--- src/rtl/multi_core_boot_sequencer.sv ---
// Boot and run-monitor engine: preloads shared data memory, streams INSTR/REG/BAR/PC
// packets to each core in turn, then reports magic-address stores from the running cores.
package multi_core_boot_sequencer_pkg;
  typedef enum logic [2:0] {
    NET_NULL  = 3'd0,
    NET_INSTR = 3'd1,
    NET_REG   = 3'd2,
    NET_BAR   = 3'd3,
    NET_PC    = 3'd4
  } net_op_e;

  typedef struct packed {
    logic [4:0]  net_id;
    net_op_e     op;
    logic [1:0]  reserved;
    logic [9:0]  net_addr;
    logic [31:0] net_data;
  } net_packet_s;
endpackage

module multi_core_boot_sequencer
  import multi_core_boot_sequencer_pkg::*;
#(
  parameter int unsigned num_cores_p   = 2,
  parameter int unsigned data_words_p  = 1024,
  parameter int unsigned instr_words_p = 1024,
  parameter int unsigned reg_words_p   = 64,
  parameter logic [31:0] bar_mask_p    = 32'h2,
  parameter logic [9:0]  bar_addr_p    = 10'd24,
  parameter logic [31:0] start_pc_p    = 32'h0,
  parameter logic [31:0] timeout_p     = 32'd1_000_000
) (
  input  logic                           clk,
  input  logic                           reset,
  input  logic                           start_i,
  output logic                           img_req_o,
  output logic [1:0]                     img_sel_o,
  output logic [31:0]                    img_idx_o,
  input  logic                           img_valid_i,
  input  logic [39:0]                    img_data_i,
  output logic                           mem_valid_o,
  output logic [31:0]                    mem_addr_o,
  output logic [31:0]                    mem_wdata_o,
  input  logic                           mem_ready_i,
  output logic                           mem_select_o,
  output net_packet_s                    net_packet_o,
  input  logic                           net_ready_i,
  input  logic [num_cores_p-1:0]         mon_valid_i,
  input  logic [32*num_cores_p-1:0]      mon_addr_i,
  input  logic [32*num_cores_p-1:0]      mon_data_i,
  output logic                           event_valid_o,
  output logic [$clog2(num_cores_p):0]   event_core_o,
  output logic [1:0]                     event_kind_o,
  output logic [31:0]                    event_data_o,
  output logic [31:0]                    event_cycle_o,
  output logic                           event_drop_o,
  output logic                           busy_o,
  output logic                           running_o,
  output logic                           finished_o,
  output logic                           timeout_o,
  output logic [num_cores_p-1:0]         core_done_o,
  output logic [num_cores_p-1:0]         core_fail_o
);

  localparam int unsigned core_w_lp = $clog2(num_cores_p) + 1;
  localparam logic [31:0] data_last_lp  = 32'(data_words_p - 1);
  localparam logic [31:0] instr_last_lp = 32'(instr_words_p - 1);
  localparam logic [31:0] reg_last_lp   = 32'(reg_words_p - 1);
  localparam logic [core_w_lp-1:0] core_last_lp = core_w_lp'(num_cores_p - 1);

  localparam logic [1:0] kind_fail_lp = 2'd0;
  localparam logic [1:0] kind_done_lp = 2'd1;
  localparam logic [1:0] kind_code_lp = 2'd2;
  localparam logic [1:0] kind_pass_lp = 2'd3;

  typedef enum logic [3:0] {
    ST_IDLE, ST_LOAD_DATA, ST_LOAD_INSTR, ST_LOAD_REG, ST_SEND_BAR,
    ST_SEND_PC, ST_SEND_NULL, ST_RUN, ST_FINISH
  } state_e;

  state_e                 state_q, state_d;
  logic [31:0]            idx_q, idx_d;
  logic                   fetched_q, fetched_d;
  logic [39:0]            data_q, data_d;
  logic [core_w_lp-1:0]   core_q, core_d;
  logic                   mem_sel_q, mem_sel_d;
  logic [31:0]            cycle_q, cycle_d;
  logic [num_cores_p-1:0] done_q, done_d;
  logic [num_cores_p-1:0] fail_q, fail_d;
  logic                   timeout_q, timeout_d;
  logic                   ev_valid_q, ev_valid_d;
  logic [core_w_lp-1:0]   ev_core_q, ev_core_d;
  logic [1:0]             ev_kind_q, ev_kind_d;
  logic [31:0]            ev_data_q, ev_data_d;
  logic [31:0]            ev_cycle_q, ev_cycle_d;
  logic                   ev_drop_q, ev_drop_d;

  logic                   issue_ready;
  logic [31:0]            load_last;
  logic                   mon_hit;
  logic                   mon_found;
  logic [1:0]             mon_kind;
  logic                   unused_data_bits;

  assign unused_data_bits = ^data_q[39:38];

  always_ff @(posedge clk) begin
    if (reset) begin
      state_q    <= ST_IDLE;
      idx_q      <= '0;
      fetched_q  <= 1'b0;
      data_q     <= '0;
      core_q     <= '0;
      mem_sel_q  <= 1'b0;
      cycle_q    <= '0;
      done_q     <= '0;
      fail_q     <= '0;
      timeout_q  <= 1'b0;
      ev_valid_q <= 1'b0;
      ev_core_q  <= '0;
      ev_kind_q  <= '0;
      ev_data_q  <= '0;
      ev_cycle_q <= '0;
      ev_drop_q  <= 1'b0;
    end else begin
      state_q    <= state_d;
      idx_q      <= idx_d;
      fetched_q  <= fetched_d;
      data_q     <= data_d;
      core_q     <= core_d;
      mem_sel_q  <= mem_sel_d;
      cycle_q    <= cycle_d;
      done_q     <= done_d;
      fail_q     <= fail_d;
      timeout_q  <= timeout_d;
      ev_valid_q <= ev_valid_d;
      ev_core_q  <= ev_core_d;
      ev_kind_q  <= ev_kind_d;
      ev_data_q  <= ev_data_d;
      ev_cycle_q <= ev_cycle_d;
      ev_drop_q  <= ev_drop_d;
    end
  end

  always_comb begin
    state_d     = state_q;
    idx_d       = idx_q;
    fetched_d   = fetched_q;
    data_d      = data_q;
    core_d      = core_q;
    mem_sel_d   = mem_sel_q;
    cycle_d     = cycle_q;
    done_d      = done_q;
    fail_d      = fail_q;
    timeout_d   = timeout_q;
    ev_valid_d  = 1'b0;
    ev_core_d   = '0;
    ev_kind_d   = '0;
    ev_data_d   = '0;
    ev_cycle_d  = '0;
    ev_drop_d   = 1'b0;
    img_req_o   = 1'b0;
    img_sel_o   = 2'd0;
    img_idx_o   = '0;
    mem_valid_o = 1'b0;
    mem_addr_o  = '0;
    mem_wdata_o = '0;
    net_packet_o = '0;
    issue_ready = 1'b0;
    load_last   = '0;
    mon_hit     = 1'b0;
    mon_found   = 1'b0;
    mon_kind    = '0;

    case (state_q)
      ST_IDLE, ST_FINISH: begin
        if (start_i) begin
          state_d   = ST_LOAD_DATA;
          idx_d     = '0;
          fetched_d = 1'b0;
          core_d    = '0;
          mem_sel_d = 1'b0;
          done_d    = '0;
          fail_d    = '0;
          timeout_d = 1'b0;
        end
      end

      ST_LOAD_DATA, ST_LOAD_INSTR, ST_LOAD_REG: begin
        case (state_q)
          ST_LOAD_DATA:  load_last = data_last_lp;
          ST_LOAD_INSTR: load_last = instr_last_lp;
          default:       load_last = reg_last_lp;
        endcase
        if (!fetched_q) begin
          img_req_o = 1'b1;
          img_idx_o = idx_q;
          case (state_q)
            ST_LOAD_DATA:  img_sel_o = 2'd0;
            ST_LOAD_INSTR: img_sel_o = 2'd1;
            default:       img_sel_o = 2'd2;
          endcase
          if (img_valid_i) begin
            data_d    = img_data_i;
            fetched_d = 1'b1;
          end
        end else begin
          // Issue side drives only from captured registers so a stall cannot disturb it.
          case (state_q)
            ST_LOAD_DATA: begin
              issue_ready = mem_ready_i;
              mem_valid_o = 1'b1;
              mem_addr_o  = {idx_q[29:0], 2'b00};
              mem_wdata_o = data_q[31:0];
            end
            ST_LOAD_INSTR: begin
              issue_ready           = net_ready_i;
              net_packet_o.net_id   = 5'(core_q) + 5'd1;
              net_packet_o.op       = NET_INSTR;
              net_packet_o.net_addr = idx_q[9:0];
              net_packet_o.net_data = {16'b0, data_q[15:0]};
            end
            default: begin
              issue_ready           = net_ready_i;
              net_packet_o.net_id   = 5'(core_q) + 5'd1;
              net_packet_o.op       = NET_REG;
              net_packet_o.net_addr = {4'b0, data_q[37:32]};
              net_packet_o.net_data = data_q[31:0];
            end
          endcase
          if (issue_ready) begin
            fetched_d = 1'b0;
            if (idx_q == load_last) begin
              idx_d = '0;
              case (state_q)
                ST_LOAD_DATA:  state_d = ST_LOAD_INSTR;
                ST_LOAD_INSTR: state_d = ST_LOAD_REG;
                default:       state_d = ST_SEND_BAR;
              endcase
            end else begin
              idx_d = idx_q + 32'd1;
            end
          end
        end
      end

      ST_SEND_BAR: begin
        net_packet_o.net_id   = 5'(core_q) + 5'd1;
        net_packet_o.op       = NET_BAR;
        net_packet_o.net_addr = bar_addr_p;
        net_packet_o.net_data = bar_mask_p;
        if (net_ready_i) state_d = ST_SEND_PC;
      end

      ST_SEND_PC: begin
        net_packet_o.net_id   = 5'(core_q) + 5'd1;
        net_packet_o.op       = NET_PC;
        net_packet_o.net_data = start_pc_p;
        if (net_ready_i) begin
          if (core_q == core_last_lp) begin
            state_d = ST_SEND_NULL;
          end else begin
            core_d  = core_q + core_w_lp'(1);
            state_d = ST_LOAD_INSTR;
          end
        end
      end

      ST_SEND_NULL: begin
        if (net_ready_i) begin
          mem_sel_d = 1'b1;
          cycle_d   = '0;
          state_d   = ST_RUN;
        end
      end

      ST_RUN: begin
        cycle_d = (cycle_q == 32'hFFFF_FFFF) ? cycle_q : cycle_q + 32'd1;
        for (int c = 0; c < int'(num_cores_p); c++) begin
          if (mon_valid_i[c]) begin
            mon_hit = 1'b1;
            case (mon_addr_i[32*c +: 32])
              32'hDEAD_DEAD: begin
                mon_kind  = kind_fail_lp;
                fail_d[c] = 1'b1;
                done_d[c] = 1'b1;
              end
              32'h600D_BEEF: begin
                mon_kind  = kind_done_lp;
                done_d[c] = 1'b1;
              end
              32'hC0DE_C0DE: mon_kind = kind_code_lp;
              32'hC0FF_EEEE: mon_kind = kind_pass_lp;
              default:       mon_hit  = 1'b0;
            endcase
            if (mon_hit) begin
              if (!mon_found) begin
                mon_found  = 1'b1;
                ev_valid_d = 1'b1;
                ev_core_d  = core_w_lp'(c);
                ev_kind_d  = mon_kind;
                ev_data_d  = mon_data_i[32*c +: 32];
                ev_cycle_d = cycle_q;
              end else begin
                ev_drop_d = 1'b1;
              end
            end
          end
        end
        if (&done_d) begin
          state_d = ST_FINISH;
        end else if (({1'b0, cycle_q} + 33'd1) >= {1'b0, timeout_p}) begin
          timeout_d = 1'b1;
          state_d   = ST_FINISH;
        end
      end

      default: state_d = ST_IDLE;
    endcase
  end

  assign mem_select_o  = mem_sel_q;
  assign event_valid_o = ev_valid_q;
  assign event_core_o  = ev_core_q;
  assign event_kind_o  = ev_kind_q;
  assign event_data_o  = ev_data_q;
  assign event_cycle_o = ev_cycle_q;
  assign event_drop_o  = ev_drop_q;
  assign busy_o        = (state_q != ST_IDLE) && (state_q != ST_FINISH);
  assign running_o     = (state_q == ST_RUN);
  assign finished_o    = (state_q == ST_FINISH);
  assign timeout_o     = timeout_q;
  assign core_done_o   = done_q;
  assign core_fail_o   = fail_q;

endmodule

--- config.mk ---
export PLATFORM = sky130hd
export DESIGN_NAME = multi_core_boot_sequencer
export DESIGN_NICKNAME = d
export VERILOG_FILES = /design/src/rtl/multi_core_boot_sequencer.sv
export SDC_FILE = /design/constraint.sdc
export NUM_CORES = 1
export LEC_CHECK = 0
export CORE_AREA = 2 2 160 162
export DETAILED_ROUTE_END_ITERATION = 8
export DIE_AREA = 0 0 162 164
export DONT_BUFFER_PORTS = 1
export GPL_TIMING_DRIVEN = 0
export PLACE_DENSITY_LB_ADDON = 0.05
export REMOVE_ABC_BUFFERS = 1
export SYNTH_ARGS = -nofsm -noshare
export SYNTH_HDL_FRONTEND = slang
export SYNTH_SLANG_ARGS = --single-unit
--- constraint.sdc ---
create_clock -name clk -period 4.8 [get_ports clk]
set_input_delay 0.72 -clock clk [delete_from_list [all_inputs] [get_ports clk]]
set_output_delay 0.72 -clock clk [all_outputs]
set_load 0.02 [all_outputs]
**Met3 routing**

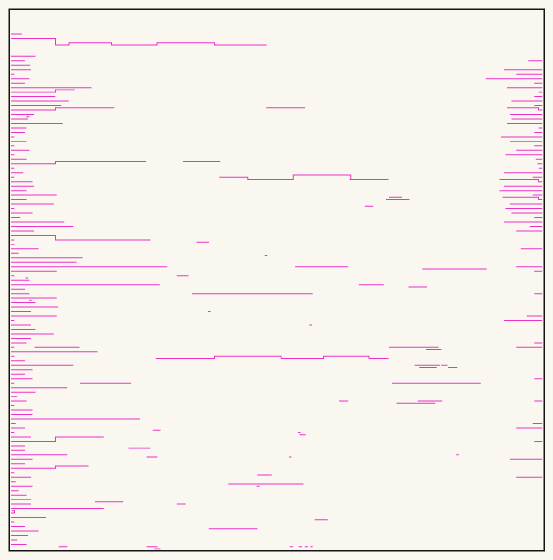
main direction: horizontal
wire length on this layer: 1,880 um
nets with wire on the layer: 196
longest straight run: 47.1 um
share of all routed wire: 6.8%

**Metal layers overlaid**

Bar = 50 um. Only two layers are drawn.
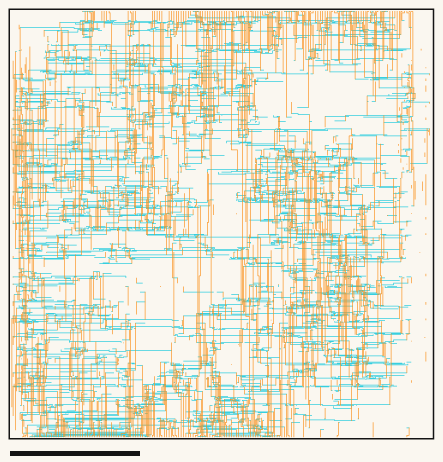
[orange] met2 | wire length: 13,200 um
[cyan] met1 | wire length: 12,100 um
total routed wirelength: 27,750 um
via count: 7,911
All-Layer GR Usage: 20.27%
Wirelength per Cell: 19.10 um

==> run_summary.xml <==
<?xml version="1.0" encoding="UTF-8"?>
<metrics>
  <group name="outcome">
    <metric name="run_status" unit="">completed</metric>
  </group>
  <group name="power">
    <metric name="leakage" unit="nW">3.533</metric>
    <metric name="pwr-share-clk" unit="%">39.7</metric>
    <metric name="cellPowerDensity" unit="nW/um^2">362.2</metric>
  </group>
  <group name="drt">
    <metric name="routed-wl-met3" unit="um">1882</metric>
    <metric name="top_signal_layer_used" unit="">met4</metric>
    <metric name="drt_drc_violations_left" unit="">0</metric>
  </group>
  <group name="placed_design">
    <metric name="placed_cells" unit="">1421</metric>
    <metric name="place.gp.congestion" unit="">0.8687</metric>
  </group>
  <group name="sta">
    <metric name="fmax" unit="GHz">0.2320</metric>
    <metric name="final.setup_skew" unit="ps">20.57</metric>
  </group>
  <group name="layout">
    <metric name="regMostFlops" unit="">data_q</metric>
    <metric name="comb_area_share" unit="%">50.97</metric>
    <metric name="insertedDiodeCount" unit="">0</metric>
    <metric name="final_layout_top_logic_cell" unit="">dfxtp_1</metric>
    <metric name="logic_area" unit="um^2">5131</metric>
    <metric name="clockNetworkAreaShare" unit="%">6.177</metric>
  </group>
  <group name="setup_path">
    <metric name="startpoint_type" unit="">flip-flop</metric>
    <metric name="path_class" unit="">reg -&gt; reg</metric>
    <metric name="crit-reg2reg-capture" unit="">cycle_q[14]</metric>
  </group>
  <group name="cts">
    <metric name="tritoncts_clock_tree" unit="">yes</metric>
  </group>
  <group name="yosys">
    <metric name="ys_sh_mux" unit="%">1.320</metric>
    <metric name="postSynthRegisterBits" unit="">184</metric>
    <metric name="yosys-top-cells-area" unit="">dfxtp_1, and2_1, nand2_1</metric>
  </group>
  <group name="job">
    <metric name="maxcap_violations" unit="">0</metric>
  </group>
  <group name="global_routing">
    <metric name="globalRoute.totalOverflow" unit="">0</metric>
    <metric name="grt_max_degree" unit="">88</metric>
  </group>
  <group name="floorplan">
    <metric name="chip_area" unit="um^2">26570</metric>
  </group>
</metrics>
**Power grid**

Bar = 50 um. Pins as bars on the die edge.
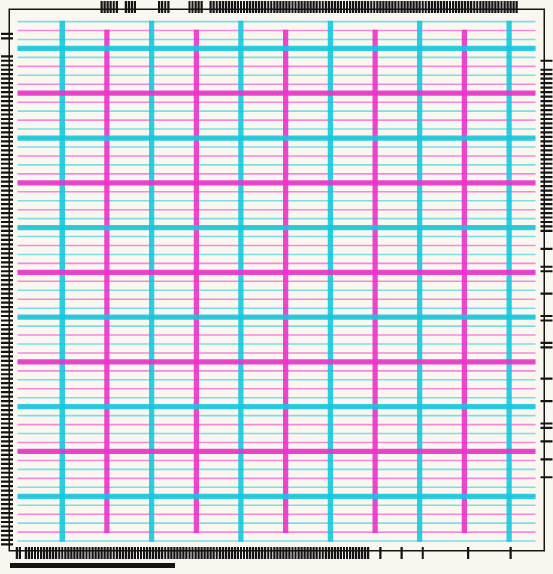
[cyan] VSS
[magenta] VDD
met5 straps: 11
signal pins: 407
rows: 58
peak supply drop: 0.2257 mV
Chip Height: 164 um
Die X-Extent: 162 um
area of the core region: 24,820 um^2

## synth_stat cells (all sizes together), types with 3 or more instances
library cell	number
dfxtp	184
nand2	143
and2	121
nor2	112
a21oi	93
clkbuf	77
o21ai	37
nor2b	36
nand4	35
a22o	32
and3	31
nand3	30
nor4	27
xor2	25
nor3	22
buf	15
inv	15
xnor2	13
a311oi	11
mux2i	11
nand2b	10
nor4b	10
or3	10
and4	7
or4	6
a31oi	5
a22oi	4
ha	4
or2	4
a21boi	3
o2111ai	3
o31ai	3
or4b	3
## critical path, cell delays in order, from the launching register on
cell and delay (ps):
dfxtp_1 1160, nand4_1 740, clkinvlp_4 740, o21ai_0 330, nand2_1 750, o21ai_0 200, a22oi_1 230, nor2_1 60
Power and IR drop assume default switching activity.
